m4.png
(2 px per um) Supply wires on this layer in gray.
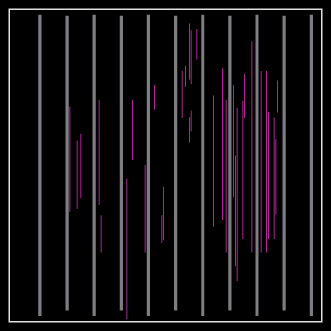
clock_wires.png
(2 px per um)
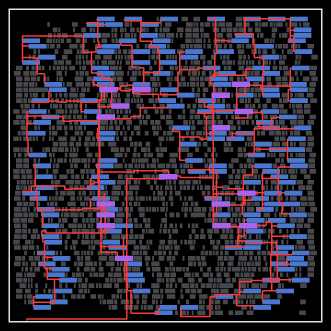
$ cat src/rtl/div_32bit_seq_if.sv
// Handshake and result bundle between the ALU control unit and the sequential divider.
interface div_32bit_seq_if #(
    parameter int unsigned WIDTH = 32
);
    logic               start;
    logic [WIDTH-1:0]   a;
    logic [WIDTH-1:0]   b;
    logic               busy;
    logic               done;
    logic               div_by_zero;
    logic [2*WIDTH-1:0] q;

    modport master (
        output start, a, b,
        input  busy, done, div_by_zero, q
    );

    modport slave (
        input  start, a, b,
        output busy, done, div_by_zero, q
    );
endinterface

$ cat src/rtl/div_32bit_seq.sv
// Sequential non-restoring divider, one quotient bit per clock.
// Result is {remainder, quotient}, truncating (C-style) when SIGNED=1.
module div_32bit_seq #(
    parameter int unsigned WIDTH  = 32,
    parameter bit          SIGNED = 1'b1
) (
    input logic            clk,
    input logic            clr,
    div_32bit_seq_if.slave bus
);
    localparam int unsigned CntW = $clog2(WIDTH + 1);

    typedef enum logic [1:0] {StIdle, StIter, StFix, StDone} state_e;

    state_e             state_q;
    logic [WIDTH:0]     rem_q;
    logic [WIDTH-1:0]   quo_q;
    logic [WIDTH-1:0]   dvs_q;
    logic               neg_rem_q;
    logic               neg_quo_q;
    logic [CntW-1:0]    cnt_q;
    logic               busy_q;
    logic               done_q;
    logic               dbz_q;
    logic [2*WIDTH-1:0] res_q;

    logic               a_neg;
    logic               b_neg;
    logic [WIDTH-1:0]   a_mag;
    logic [WIDTH-1:0]   b_mag;
    logic [WIDTH:0]     rem_shift;
    logic [WIDTH:0]     rem_step;
    logic [WIDTH-1:0]   rem_fix;
    logic [WIDTH-1:0]   rem_out;
    logic [WIDTH-1:0]   quo_out;

    always_comb begin
        a_neg     = SIGNED && bus.a[WIDTH-1];
        b_neg     = SIGNED && bus.b[WIDTH-1];
        a_mag     = a_neg ? -bus.a : bus.a;
        b_mag     = b_neg ? -bus.b : bus.b;
        // R wraps modulo 2^(WIDTH+1); the step result always fits, so the sign bit stays exact.
        rem_shift = {rem_q[WIDTH-1:0], quo_q[WIDTH-1]};
        rem_step  = rem_q[WIDTH] ? rem_shift + {1'b0, dvs_q} : rem_shift - {1'b0, dvs_q};
        rem_fix   = rem_q[WIDTH] ? rem_q[WIDTH-1:0] + dvs_q : rem_q[WIDTH-1:0];
        rem_out   = neg_rem_q ? -rem_fix : rem_fix;
        quo_out   = neg_quo_q ? -quo_q : quo_q;
    end

    always_ff @(posedge clk or posedge clr) begin
        if (clr) begin
            state_q   <= StIdle;
            rem_q     <= '0;
            quo_q     <= '0;
            dvs_q     <= '0;
            neg_rem_q <= 1'b0;
            neg_quo_q <= 1'b0;
            cnt_q     <= '0;
            busy_q    <= 1'b0;
            done_q    <= 1'b0;
            dbz_q     <= 1'b0;
            res_q     <= '0;
        end else begin
            done_q <= 1'b0;
            unique case (state_q)
                StIdle: begin
                    if (bus.start) begin
                        rem_q     <= '0;
                        cnt_q     <= '0;
                        dbz_q     <= 1'b0;
                        neg_rem_q <= a_neg;
                        neg_quo_q <= a_neg ^ b_neg;
                        dvs_q     <= b_mag;
                        if (bus.b == '0) begin
                            // Raw dividend is parked in the quotient register for the zero case.
                            quo_q   <= bus.a;
                            state_q <= StDone;
                        end else begin
                            quo_q   <= a_mag;
                            busy_q  <= 1'b1;
                            state_q <= StIter;
                        end
                    end
                end
                StIter: begin
                    rem_q <= rem_step;
                    quo_q <= {quo_q[WIDTH-2:0], ~rem_step[WIDTH]};
                    cnt_q <= cnt_q + CntW'(1);
                    if (cnt_q == CntW'(WIDTH - 1)) begin
                        state_q <= StFix;
                    end
                end
                StFix: begin
                    res_q   <= {rem_out, quo_out};
                    done_q  <= 1'b1;
                    busy_q  <= 1'b0;
                    state_q <= StIdle;
                end
                StDone: begin
                    res_q   <= {quo_q, {WIDTH{1'b1}}};
                    dbz_q   <= 1'b1;
                    done_q  <= 1'b1;
                    state_q <= StIdle;
                end
                default: state_q <= StIdle;
            endcase
        end
    end

    assign bus.busy        = busy_q;
    assign bus.done        = done_q;
    assign bus.div_by_zero = dbz_q;
    assign bus.q           = res_q;
endmodule

$ cat src/flat_wrapper.sv
// flat-port wrapper written by rule: the top's interface ports become plain ports
module div_32bit_seq_flat 
#(
    parameter int unsigned WIDTH  = 32,
    parameter bit          SIGNED = 1'b1
)
  (clk, clr, bus_start, bus_a, bus_b, bus_busy, bus_done, bus_div_by_zero, bus_q);
  div_32bit_seq_if #(.WIDTH(WIDTH)) bus_i ();
  input logic clk;
  input logic clr;
  input wire logic [$bits(bus_i.start)-1:0] bus_start;
  input wire logic [$bits(bus_i.a)-1:0] bus_a;
  input wire logic [$bits(bus_i.b)-1:0] bus_b;
  output wire logic [$bits(bus_i.busy)-1:0] bus_busy;
  output wire logic [$bits(bus_i.done)-1:0] bus_done;
  output wire logic [$bits(bus_i.div_by_zero)-1:0] bus_div_by_zero;
  output wire logic [$bits(bus_i.q)-1:0] bus_q;
  assign bus_i.start = bus_start;
  assign bus_i.a = bus_a;
  assign bus_i.b = bus_b;
  assign bus_busy = bus_i.busy;
  assign bus_done = bus_i.done;
  assign bus_div_by_zero = bus_i.div_by_zero;
  assign bus_q = bus_i.q;
  div_32bit_seq #(.WIDTH(WIDTH), .SIGNED(SIGNED)) u_core (.clk(clk), .clr(clr), .bus(bus_i));
endmodule
$ cat config.mk
export PLATFORM = sky130hd
export DESIGN_NAME = div_32bit_seq_flat
export DESIGN_NICKNAME = d
export VERILOG_FILES = /design/src/rtl/div_32bit_seq_if.sv /design/src/rtl/div_32bit_seq.sv /design/src/flat_wrapper.sv
export SDC_FILE = /design/constraint.sdc
export NUM_CORES = 1
export LEC_CHECK = 0
export CAP_MARGIN = 20
export CORE_UTILIZATION = 59
export CTS_CLUSTER_DIAMETER = 60
export DETAILED_ROUTE_END_ITERATION = 16
export PLACE_DENSITY = 0.82
export SYNTH_ARGS = -nofsm -noshare
export SYNTH_HDL_FRONTEND = slang
export SYNTH_SLANG_ARGS = --single-unit
export TNS_END_PERCENT = 1
$ cat constraint.sdc
create_clock -name clk -period 11.05 [get_ports clk]
set_input_delay 2.7625 -clock clk [delete_from_list [all_inputs] [get_ports clk]]
set_output_delay 2.7625 -clock clk [all_outputs]
set_load 0.1 [all_outputs]
==> results.sh <==
# physical design summary
export IMPL_register_area_um2=4360
export IMPL_grtUsageMet2_pct=53.8
export IMPL_synthArstFlopShare_pct=100
export IMPL_initCoreUtil_pct=60.8
export IMPL_synthMostInstantiatedCell="nand2_1"
export IMPL_crit_path_start_kind="primary input"
export IMPL_comb_area_um2=9030
export IMPL_wl_met2_um=17800
export IMPL_rows=55
export IMPL_numCtsBuffers=17
export IMPL_ys_cells=1729
export IMPL_use_met1_pct=46.0
export IMPL_worstHoldPathCells=1
export IMPL_drv_cap=0
export IMPL_post_drt_wl_per_cell_um=18.6
export IMPL_design_area_um2=16000
export IMPL_finalWorstSetupSlack_ns=4.86
export IMPL_yosys_mux_area_fraction_pct=1.52
export IMPL_clk_path_buf_depth=2
export IMPL_vias_per_cell=6.35
export IMPL_setup_viol=0
export IMPL_logic_gates=1415
export IMPL_postCtsSetupRepairBufs=0
export IMPL_h_tree_depth=4
export IMPL_status="complete, no violations"
export IMPL_top_logic_kind="AND-OR/OR-AND gates"
export IMPL_finalHoldViolCount=0
export IMPL_slew_viol_final=0
export IMPL_ff2ff_path_depth=15
export IMPL_dieWidth_um=155
export IMPL_grt_max_degree=75
export IMPL_busiest_layer="met2"
export IMPL_yosysTopAreaCellShare_pct=31.3
export IMPL_edf_count=0
## Picture notes: m4.png
main direction = vertical
longest straight run = 105 um
Vias: 13.5k
wirelength, routed: 39,600 um

## Picture notes: clock_wires.png
clock-net drivers -> purple  # count 17
flip-flops -> blue  # count 174
clock wires -> red  # length 2,330 um
flops lie = spread over the die
routed clock nets = 18
worst skew pair latency: 0.44 ns
Worst Skew: 0.0116 ns

[path summary, 6_finish.rpt]
kind	from	slack, ns	to
max	bus_b[8]	4.86	u_core.quo_q[25]
min	u_core.cnt_q[3]	0.52	u_core.cnt_q[3]
max reg2reg	u_core.rem_q[32]	5.76	u_core.rem_q[22]
min reg2reg	u_core.cnt_q[3]	0.52	u_core.cnt_q[3]
max in group asynchronous	clr	7.15	u_core.quo_q[22]
min in group asynchronous	clr	2.72	u_core.bus.q[44]
[critical path: cells and delay by family]
kind,cells,cell delay (ns)
buffers and inverters,1,0.47
AND/OR/NAND/NOR,7,2.68
XOR/XNOR,1,0.12
AND-OR/OR-AND,3,0.44
